===== config.mk =====
export PLATFORM = sky130hd
export DESIGN_NAME = sklansky_adder_pipe
export DESIGN_NICKNAME = d
export VERILOG_FILES = /design/src/rtl/skl_adder_pkg.sv /design/src/rtl/skl_pg_cell.sv /design/src/rtl/sklansky_adder_pipe.sv
export SDC_FILE = /design/constraint.sdc
export NUM_CORES = 1
export LEC_CHECK = 0
export CORE_ASPECT_RATIO = 0.75
export CORE_MARGIN = 10
export CORE_UTILIZATION = 45
export CTS_BUF_LIST = sky130_fd_sc_hd__clkbuf_16
export DETAILED_ROUTE_END_ITERATION = 8
export DONT_BUFFER_PORTS = 1
export GPL_ROUTABILITY_DRIVEN = 1
export MAX_ROUTING_LAYER = met4
export PLACE_DENSITY = 0.63
export SETUP_SLACK_MARGIN = 0.2
export SLEW_MARGIN = 20
export SYNTH_ARGS = -nofsm -noshare
export SYNTH_HDL_FRONTEND = slang
export SYNTH_HIERARCHICAL = 1
export SYNTH_SLANG_ARGS = --single-unit

===== constraint.sdc =====
create_clock -name clk -period 2.4 [get_ports clk]
set_clock_uncertainty 0.05 [all_clocks]
set_input_delay 0.48 -clock clk [delete_from_list [all_inputs] [get_ports clk]]
set_output_delay 0.48 -clock clk [all_outputs]
set_load 0.01 [all_outputs]

===== src/rtl/skl_adder_pkg.sv =====
// skl_adder_pkg: shared types and helpers for the pipelined Sklansky adder.
//   pg_t       - (generate, propagate) pair for one bit or one bit group
//   skl_levels - number of Sklansky prefix levels for a given operand width
package skl_adder_pkg;

  typedef struct packed {
    logic g;
    logic p;
  } pg_t;

  function automatic int unsigned skl_levels(input int unsigned width);
    return $clog2(width);
  endfunction

endpackage


===== src/rtl/skl_pg_cell.sv =====
// skl_pg_cell: prefix combine operator for one Sklansky node.
//   hi - (G,P) of the more significant group
//   lo - (G,P) of the less significant, adjacent group
//   o  - (G,P) of the merged group: (Gh | Ph&Gl, Ph&Pl)
module skl_pg_cell
  import skl_adder_pkg::*;
(
  input  pg_t hi,
  input  pg_t lo,
  output pg_t o
);

  always_comb begin
    o.g = hi.g | (hi.p & lo.g);
    o.p = hi.p & lo.p;
  end

endmodule


===== src/rtl/sklansky_adder_pipe.sv =====
// sklansky_adder_pipe: {cout,sum} = a + b + cin using a Sklansky parallel-prefix
// carry tree with one register stage per prefix level (LEVELS+1 stages total).
//   clk, rst_n           - clock, synchronous active-low reset
//   in_valid / in_ready  - operand handshake (in_ready = pipeline advance)
//   a, b, cin            - operands and carry-in
//   sum, cout            - registered result and carry out of bit WIDTH-1
//   out_valid / out_ready- result handshake
//   ovf                  - signed-overflow flag, only when SKL_ADDER_OVF_EN is defined
// WIDTH must be a power of two, 4..64. LEVELS is derived; do not override it.
module sklansky_adder_pipe
  import skl_adder_pkg::*;
#(
  parameter int unsigned WIDTH  = 16,
  parameter int unsigned LEVELS = skl_levels(WIDTH)
) (
  input  logic             clk,
  input  logic             rst_n,
  input  logic             in_valid,
  output logic             in_ready,
  input  logic [WIDTH-1:0] a,
  input  logic [WIDTH-1:0] b,
  input  logic             cin,
  output logic [WIDTH-1:0] sum,
  output logic             cout,
  output logic             out_valid,
  input  logic             out_ready
`ifdef SKL_ADDER_OVF_EN
  ,
  output logic             ovf
`endif
);

  // grp_q[k]: group (G,P) after prefix level k (k=0 is bitwise, cin merged).
  // The last stage registers the finished sum directly, so it has no grp_q slot.
  pg_t  [WIDTH-1:0] grp_q [LEVELS];
  pg_t  [WIDTH-1:0] lvl   [1:LEVELS];
  pg_t  [WIDTH-1:0] grp_d;
  logic [WIDTH-1:0] p0_q  [LEVELS];
  logic [LEVELS-1:0] cin_q;
  logic [LEVELS:0]  vld_q;
  logic [WIDTH-1:0] carry;
  logic [WIDTH-1:0] sum_d;
  logic             adv;
`ifdef SKL_ADDER_OVF_EN
  logic [LEVELS-1:0] sa_q;
`endif

  assign out_valid = vld_q[LEVELS];
  assign adv       = ~out_valid | out_ready;
  assign in_ready  = adv;

  // Bit 0 absorbs the carry-in, so its group never propagates further.
  always_comb begin
    for (int unsigned i = 0; i < WIDTH; i++) begin
      grp_d[i].g = a[i] & b[i];
      grp_d[i].p = a[i] ^ b[i];
    end
    grp_d[0].g = (a[0] & b[0]) | ((a[0] ^ b[0]) & cin);
    grp_d[0].p = 1'b0;
  end

  // Level k: bits in the upper half of each 2^k block combine with the top
  // bit of the lower half; the rest pass through unchanged.
  for (genvar k = 1; k <= LEVELS; k++) begin : g_lvl
    for (genvar i = 0; i < WIDTH; i++) begin : g_bit
      if (((i >> (k - 1)) & 1) == 1) begin : g_cell
        skl_pg_cell u_cell (
          .hi (grp_q[k-1][i]),
          .lo (grp_q[k-1][((i >> k) << k) + (1 << (k - 1)) - 1]),
          .o  (lvl[k][i])
        );
      end else begin : g_pass
        assign lvl[k][i] = grp_q[k-1][i];
      end
    end
  end

  // After the final level, G[i] is the carry out of bit i.
  always_comb begin
    for (int unsigned i = 0; i < WIDTH; i++) begin
      carry[i] = lvl[LEVELS][i].g;
    end
    sum_d = p0_q[LEVELS-1] ^ {carry[WIDTH-2:0], cin_q[LEVELS-1]};
  end

  // Intermediate data stages need no reset: their valid bits gate them.
  always_ff @(posedge clk) begin
    if (adv) begin
      grp_q[0] <= grp_d;
      p0_q[0]  <= a ^ b;
      cin_q    <= {cin_q[LEVELS-2:0], cin};
`ifdef SKL_ADDER_OVF_EN
      sa_q     <= {sa_q[LEVELS-2:0], a[WIDTH-1]};
`endif
      for (int unsigned k = 1; k < LEVELS; k++) begin
        grp_q[k] <= lvl[k];
        p0_q[k]  <= p0_q[k-1];
      end
    end
  end

  always_ff @(posedge clk) begin
    if (!rst_n) begin
      vld_q <= '0;
      sum   <= '0;
      cout  <= 1'b0;
`ifdef SKL_ADDER_OVF_EN
      ovf   <= 1'b0;
`endif
    end else if (adv) begin
      vld_q <= {vld_q[LEVELS-1:0], in_valid};
      sum   <= sum_d;
      cout  <= carry[WIDTH-1];
`ifdef SKL_ADDER_OVF_EN
      // Equal operand signs (P0 msb clear) but a result sign differing from a.
      ovf   <= ~p0_q[LEVELS-1][WIDTH-1] & (sum_d[WIDTH-1] ^ sa_q[LEVELS-1]);
`endif
    end
  end

endmodule


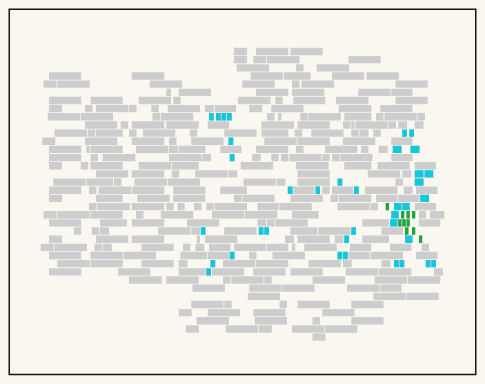
(gate families picked out)
Scale: 3 px per um.
family	color	cells
aoi and oai cells	cyan	37
nand cells	green	10
combinational share of cell area: 0.144
most common logic cell in the routed design: edfxtp_1
Final Non-Filler Cells: 518

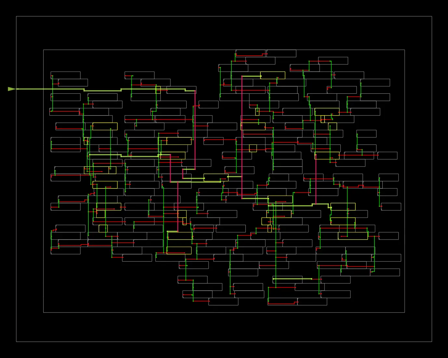
(the clock network)
clk ins delay skew pair: 0.41 ns
power in the clock group: 0.00251 W

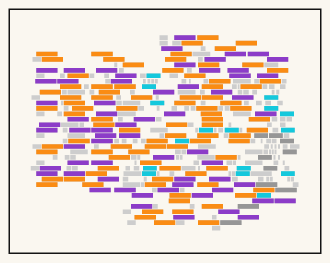
(register map, names as in the netlist)
Scale: 2 px per um.
signal	color	flops
p0_q	purple	63
sum	cyan	16
grp_q	orange	88
not colored	10
Core Util, Final: 0.525
P_seq: 0.00388 W
FF+latch area: 5090 um2
sequential cell area share: 0.735

==> out/metrics.yaml <==
largest_class: "registers"
worst_setup_path_start_kind: "flip-flop"
finalCritPeriodShare: 0.803
largest_register_ff_count: 88
grt-ovfl-total: 0
core_area_um2: 13200
clock_path_buffers: 2
clk_pin_slew_worst_paths_ns: 0.07
vias: 2544
fp_util: 0.466
fmax_mhz: 519
combGateArea_um2: 995
powerDensity_nw_per_um2: 953
setup_tns_ns: 0
warnings: 26
root_buffer: "clkbuf_16"
die_h_um: 121
grt_use_total: 0.0928
drt_drc_violations_left: 0
setup_viol: 0
fillCellCount: 1051
antenna_found_initial: 0
cp-end-kind: "primary output"
timing_worst_setup_path_type: "reg2out"
cp_max_fo: 67
synthesis.area_um2: 6150
grt_pass1_vias: 2614
detail_route.vias_per_cell: 4.91
worst_pin_slew_ns: 0.601
yosysWarnings: 6
place_hpwl_mm: 5.19
inv_count: 1
numCtsBuffers: 17
top_register: "grp_q"
status: "finished clean"
dp_cells: 486
syn_to_final_growth_pct: 12.6
nets: 387
grt_max_degree: 68
reg_top3: "grp_q (88), p0_q (63), sum (16)"
nFlopsAndLatches: 177
==> layer usage <==
metal	vias up	track usage	routed length, um
met3	14	0.0298	383
met1	1239	0.113	3860
met4	0	0.0518	125
met5	-	-	0
met2	48	0.135	3780
li1	1243	-	-
==> power by group <==
part	total (W)	internal, W	switching (W)	leakage (nW)
Clock	0.00251	0.00142	0.00109	0.273
Combinational	0.000219	0.000133	0.0000855	0.597
Sequential	0.00388	0.00370	0.000177	1.89
Total	0.00661	0.00526	0.00135	2.76
==> path summary, 6_finish.rpt <==
path	slack, ns	start	to	cells after the start
max reg2reg	0.70	vld_q[4]	grp_q[1][18]	3
min reg2reg	0.37	p0_q[1][4]	p0_q[2][4]	0
min	0.11	cin	cin_q[0]	0
max	0.47	vld_q[4]	in_ready	2
==> stage by stage <==
step | hold slack [ns] | instance area [um2] | setup slack, ns | total power, W
6_report | 0.113 | 6930 | 0.474 | 0.00661
5_1_grt | 0.0843 | 6930 | 0.396 | 0.00688
4_1_cts | 0.0906 | 6930 | 0.455 | 0.00669
3_5_place_dp | 0.355 | 6380 | 0.667 | 0.00417
3_3_place_gp | 0.351 | 6380 | 0.696 | 0.00416
2_1_floorplan | 0.350 | 6150 | 0.259 | 0.00407
==> worst max-delay path: stages (launching register included) <==
cell and delay [ns]:
dfxtp_1 0.34, nor2b_4 0.17, inv_6 0.42
==> placed cells by master, fill, tap and decap left out, types with 3 or more instances in the layout <==
master,instances
a21oi_2,3
and2_2,17
inv_6,4
a21o_1,33
clkbuf_16,17
nand2_1,10
a21boi_0,5
o21ai_2,3
o21ai_0,13
dfxtp_1,22
clkinv_4,3
buf_4,4
ha_1,16
xnor2_1,16
inv_1,3
a21oi_1,13
edfxtp_1,155
Power figures rest on the tool's default switching activity, not on a simulated workload.
